drive_strength.png
Scale: 4 px per um.
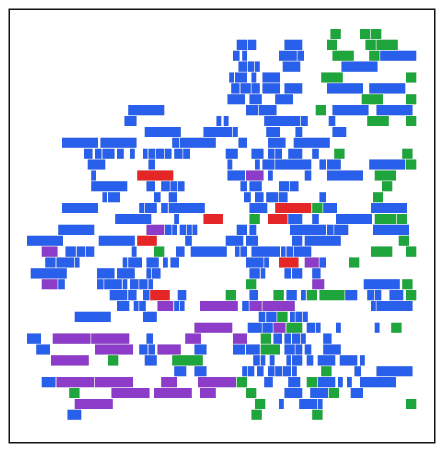
port_nets.png
Scale: 2 px per um.
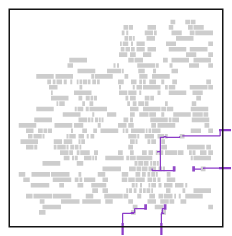
final_placement.png
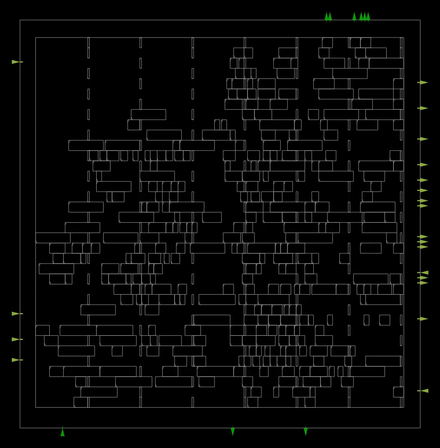
pins.png
Scale: 4 px per um. Pins as bars across the die edge, other pins in gray.
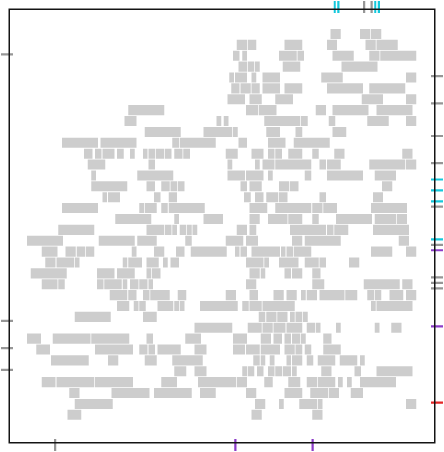
File: config.mk
export PLATFORM = sky130hd
export DESIGN_NAME = keypad_input_reg
export DESIGN_NICKNAME = d
export VERILOG_FILES = /design/src/rtl/keypad_input_reg_pkg.sv /design/src/rtl/keypad_input_reg_if.sv /design/src/rtl/keypad_scanner.sv /design/src/rtl/keypad_input_reg.sv
export SDC_FILE = /design/constraint.sdc
export NUM_CORES = 1
export LEC_CHECK = 0
export CAP_MARGIN = 10
export CORE_AREA = 4 4 102 104
export DETAILED_ROUTE_END_ITERATION = 6
export DIE_AREA = 0 0 106 108
export GPL_ROUTABILITY_DRIVEN = 0
export PLACE_DENSITY_LB_ADDON = 0.1
export SLEW_MARGIN = 20
export SYNTH_ARGS = -nofsm -noshare
export SYNTH_HDL_FRONTEND = slang
export SYNTH_SLANG_ARGS = --single-unit
File: constraint.sdc
create_clock -name CLK -period 3.2 [get_ports CLK]
set_input_delay 0.64 -clock CLK [delete_from_list [all_inputs] [get_ports CLK]]
set_output_delay 0.64 -clock CLK [all_outputs]
set_load 0.1 [all_outputs]
File: src/rtl/keypad_input_reg_pkg.sv
// Shared scanner state, key codes and the keypad row/column to key map.
// Pure declarations; no latency, no backpressure.
package keypad_input_reg_pkg;

    typedef enum logic [1:0] {
        SCAN    = 2'd0,
        PRESS   = 2'd1,
        RELEASE = 2'd2
    } scan_state_t;

    typedef logic [3:0] key_code_t;

    localparam key_code_t KEY_0    = 4'd0;
    localparam key_code_t KEY_1    = 4'd1;
    localparam key_code_t KEY_2    = 4'd2;
    localparam key_code_t KEY_3    = 4'd3;
    localparam key_code_t KEY_4    = 4'd4;
    localparam key_code_t KEY_5    = 4'd5;
    localparam key_code_t KEY_6    = 4'd6;
    localparam key_code_t KEY_7    = 4'd7;
    localparam key_code_t KEY_8    = 4'd8;
    localparam key_code_t KEY_9    = 4'd9;
    localparam key_code_t KEY_A    = 4'd10;
    localparam key_code_t KEY_B    = 4'd11;
    localparam key_code_t KEY_C    = 4'd12;
    localparam key_code_t KEY_D    = 4'd13;
    localparam key_code_t KEY_STAR = 4'd14;
    localparam key_code_t KEY_HASH = 4'd15;

    // True when exactly one active-low row line is pulled down.
    function automatic logic single_low(input logic [3:0] row_n);
        return (row_n == 4'b1110) || (row_n == 4'b1101) ||
               (row_n == 4'b1011) || (row_n == 4'b0111);
    endfunction

    function automatic logic [1:0] row_index(input logic [3:0] row_n);
        case (row_n)
            4'b1110: return 2'd0;
            4'b1101: return 2'd1;
            4'b1011: return 2'd2;
            default: return 2'd3;
        endcase
    endfunction

    function automatic key_code_t key_lookup(input logic [1:0] row, input logic [1:0] col);
        case ({row, col})
            4'd0:    return KEY_1;
            4'd1:    return KEY_2;
            4'd2:    return KEY_3;
            4'd3:    return KEY_A;
            4'd4:    return KEY_4;
            4'd5:    return KEY_5;
            4'd6:    return KEY_6;
            4'd7:    return KEY_B;
            4'd8:    return KEY_7;
            4'd9:    return KEY_8;
            4'd10:   return KEY_9;
            4'd11:   return KEY_C;
            4'd12:   return KEY_STAR;
            4'd13:   return KEY_0;
            4'd14:   return KEY_HASH;
            default: return KEY_D;
        endcase
    endfunction

endpackage

File: src/rtl/keypad_input_reg_if.sv
// Key event channel from the scanner to the entry/handshake logic.
// Single-cycle pulse, no backpressure: the consumer must act in that cycle.
interface keypad_input_reg_if;
    import keypad_input_reg_pkg::*;

    logic      key_valid;
    key_code_t key_code;

    modport master (output key_valid, output key_code);
    modport slave  (input  key_valid, input  key_code);
endinterface

File: src/rtl/keypad_scanner.sv
// Column scanner with row synchronizer, tick divider and press/release debounce.
// key_valid is combinational during the accepting tick; no backpressure.
module keypad_scanner
    import keypad_input_reg_pkg::*;
#(
    parameter int CLK_DIV        = 1000,
    parameter int DEBOUNCE_SCANS = 4
) (
    input  logic                 clk,
    input  logic                 rst_n,
    input  logic [3:0]           row,
    output logic [3:0]           col,
    keypad_input_reg_if.master   key_bus
);

    localparam int DIV_W = (CLK_DIV > 1) ? $clog2(CLK_DIV) : 1;
    localparam int CNT_W = $clog2(DEBOUNCE_SCANS + 1);
    localparam logic [DIV_W-1:0] DIV_LAST = DIV_W'(CLK_DIV - 1);
    localparam logic [CNT_W-1:0] CNT_LAST = CNT_W'(DEBOUNCE_SCANS - 1);

    logic [3:0]       row_meta;
    logic [3:0]       row_sync;
    logic [DIV_W-1:0] div_cnt;
    logic             tick;
    scan_state_t      state;
    scan_state_t      state_nxt;
    logic [1:0]       col_idx;
    logic [1:0]       col_idx_nxt;
    logic [3:0]       row_cap;
    logic [3:0]       row_cap_nxt;
    logic [CNT_W-1:0] stable_cnt;
    logic [CNT_W-1:0] stable_cnt_nxt;
    logic             key_hit;

    // Rows idle high, so the synchronizer resets to "no key".
    always_ff @(posedge clk or negedge rst_n) begin
        if (!rst_n) begin
            row_meta <= 4'b1111;
            row_sync <= 4'b1111;
        end else begin
            row_meta <= row;
            row_sync <= row_meta;
        end
    end

    always_ff @(posedge clk or negedge rst_n) begin
        if (!rst_n) begin
            div_cnt <= '0;
        end else if (div_cnt == DIV_LAST) begin
            div_cnt <= '0;
        end else begin
            div_cnt <= div_cnt + DIV_W'(1);
        end
    end

    assign tick = (div_cnt == DIV_LAST);

    always_ff @(posedge clk or negedge rst_n) begin
        if (!rst_n) begin
            state      <= SCAN;
            col_idx    <= 2'd0;
            row_cap    <= 4'b1111;
            stable_cnt <= '0;
        end else begin
            state      <= state_nxt;
            col_idx    <= col_idx_nxt;
            row_cap    <= row_cap_nxt;
            stable_cnt <= stable_cnt_nxt;
        end
    end

    // stable_cnt counts matching ticks in PRESS and idle ticks in RELEASE.
    always_comb begin
        state_nxt      = state;
        col_idx_nxt    = col_idx;
        row_cap_nxt    = row_cap;
        stable_cnt_nxt = stable_cnt;
        key_hit        = 1'b0;
        if (tick) begin
            case (state)
                SCAN: begin
                    if (single_low(row_sync)) begin
                        row_cap_nxt    = row_sync;
                        stable_cnt_nxt = '0;
                        state_nxt      = PRESS;
                    end else begin
                        col_idx_nxt = col_idx + 2'd1;
                    end
                end
                PRESS: begin
                    if (row_sync == row_cap) begin
                        if (stable_cnt == CNT_LAST) begin
                            key_hit        = 1'b1;
                            stable_cnt_nxt = '0;
                            state_nxt      = RELEASE;
                        end else begin
                            stable_cnt_nxt = stable_cnt + CNT_W'(1);
                        end
                    end else begin
                        state_nxt = SCAN;
                    end
                end
                RELEASE: begin
                    if (row_sync == 4'b1111) begin
                        if (stable_cnt == CNT_LAST) begin
                            stable_cnt_nxt = '0;
                            state_nxt      = SCAN;
                        end else begin
                            stable_cnt_nxt = stable_cnt + CNT_W'(1);
                        end
                    end else begin
                        stable_cnt_nxt = '0;
                    end
                end
                default: state_nxt = SCAN;
            endcase
        end
    end

    assign col               = ~(4'b0001 << col_idx);
    assign key_bus.key_valid = key_hit;
    assign key_bus.key_code  = key_lookup(row_index(row_cap), col_idx);

endmodule

File: src/rtl/keypad_input_reg.sv
// Keypad decimal entry register with CPU read handshake and overrun flag.
// Key actions land one cycle after the accepting tick; RE acts on the next edge.
module keypad_input_reg
    import keypad_input_reg_pkg::*;
#(
    parameter int CLK_DIV        = 1000,
    parameter int DEBOUNCE_SCANS = 4
) (
    input  logic       CLK,
    input  logic       RESET,
    input  logic [3:0] ROW,
    output logic [3:0] COL,
    input  logic       RE,
    output logic [7:0] IR_OUT,
    output logic       IR_VALID,
    output logic       OVERRUN,
    output logic [7:0] ENTRY
);

    keypad_input_reg_if key_bus ();

    keypad_scanner #(
        .CLK_DIV        (CLK_DIV),
        .DEBOUNCE_SCANS (DEBOUNCE_SCANS)
    ) u_scanner (
        .clk     (CLK),
        .rst_n   (RESET),
        .row     (ROW),
        .col     (COL),
        .key_bus (key_bus)
    );

    logic [11:0] entry_x10;
    logic [7:0]  entry_nxt;
    logic [7:0]  ir_out_nxt;
    logic        ir_valid_nxt;
    logic        overrun_nxt;

    // Wide enough for 255*10+9 so overflow is detected, not wrapped.
    assign entry_x10 = ({4'd0, ENTRY} * 12'd10) + {8'd0, key_bus.key_code};

    always_comb begin
        entry_nxt    = ENTRY;
        ir_out_nxt   = IR_OUT;
        ir_valid_nxt = IR_VALID;
        overrun_nxt  = OVERRUN;
        if (RE && IR_VALID) begin
            ir_valid_nxt = 1'b0;
            overrun_nxt  = 1'b0;
        end
        if (key_bus.key_valid) begin
            if (key_bus.key_code <= KEY_9) begin
                if (entry_x10 <= 12'd255) begin
                    entry_nxt = entry_x10[7:0];
                end
            end else if (key_bus.key_code == KEY_STAR) begin
                entry_nxt = 8'd0;
            end else if (key_bus.key_code == KEY_HASH) begin
                ir_out_nxt   = ENTRY;
                ir_valid_nxt = 1'b1;
                entry_nxt    = 8'd0;
                // A same-cycle read consumes the old value, so no overrun.
                if (IR_VALID && !RE) begin
                    overrun_nxt = 1'b1;
                end
            end
        end
    end

    always_ff @(posedge CLK or negedge RESET) begin
        if (!RESET) begin
            ENTRY    <= 8'd0;
            IR_OUT   <= 8'd0;
            IR_VALID <= 1'b0;
            OVERRUN  <= 1'b0;
        end else begin
            ENTRY    <= entry_nxt;
            IR_OUT   <= ir_out_nxt;
            IR_VALID <= ir_valid_nxt;
            OVERRUN  <= overrun_nxt;
        end
    end

endmodule

==> flow_summary.toml <==
# synthesis and place-and-route metrics
[placement]
place_ws_ps = -55.50
placedCellCount = 467

[final_layout]
layout-drive-gt1-share_pct = 25.51
area_growth_pct = 20.32
final_cells = 478
comb_area_share_pct = 47.74
reg_top3 = "u_scanner.div_cnt (10), ENTRY (8), IR_OUT (8)"

[pwr]
seq_power_share_pct = 54.8
finalPower_mw = 1.111
powerClk_mw = 0.462
p_clk_share_pct = 41.5
p_switching_mw = 0.2433
combPwrFrac_pct = 3.6

[worst_setup_path]
slowest_stage = "dfstp_2"
arrival_ps = 3220
path_depth = 11
crit_path_start = "u_scanner.row_cap[0]"
reg2reg_from = "u_scanner.row_cap[0]"

[clocking]
post_cts_buffers = 0
cts_max_path_buffers = 2
root_buffer = "clkbuf_8"

[timing]
setup_violations = 0

[synth]
mux_share_pct = 10.14
ys_sh_adder_pct = 12.76
yosys.stat.seqShare_pct = 38.92
topCombFamilyByArea = "simple AND/OR/NAND/NOR gates"
yosysUniqueCellTypes = 55
avgSynthCellArea_um2 = 10.30
synthCells = 297
xor_share_pct = 5.683

[grt]
met3_usage_pct = 3.045
use_met1_pct = 16.20
grt_antenna_before_repair = 0

[route]
dr.max_layer_used = "met4"

[die]
ios = 29

[run_status]
status = "completed"
About drive_strength.png:
Green marks drive 3 to 4, cells 54, share 16%, most used buf_4. Blue marks drive 1 or less, cells 257, share 74%, most used dfrtp_1. Purple marks drive 2, cells 27, share 7.8%, most used dfstp_2. Red marks drive 6 and up, cells 7, share 2.0%, most used clkbuf_8.

About port_nets.png:
Purple marks COL, bits 4, direction output, end cells 4, buffers 4, wire 108 um.

About final_placement.png:
num rows: 36
Filler cells: 945
fraction of area in registers: 32.35%
post-route core utilization: 38.56%

About pins.png:
Cyan marks ENTRY, pins 8, direction output, edge 4 right, 4 top. Red marks RESET, pins 1, direction input, edge right. Purple marks COL, pins 4, direction output, edge 2 right, 2 bottom.

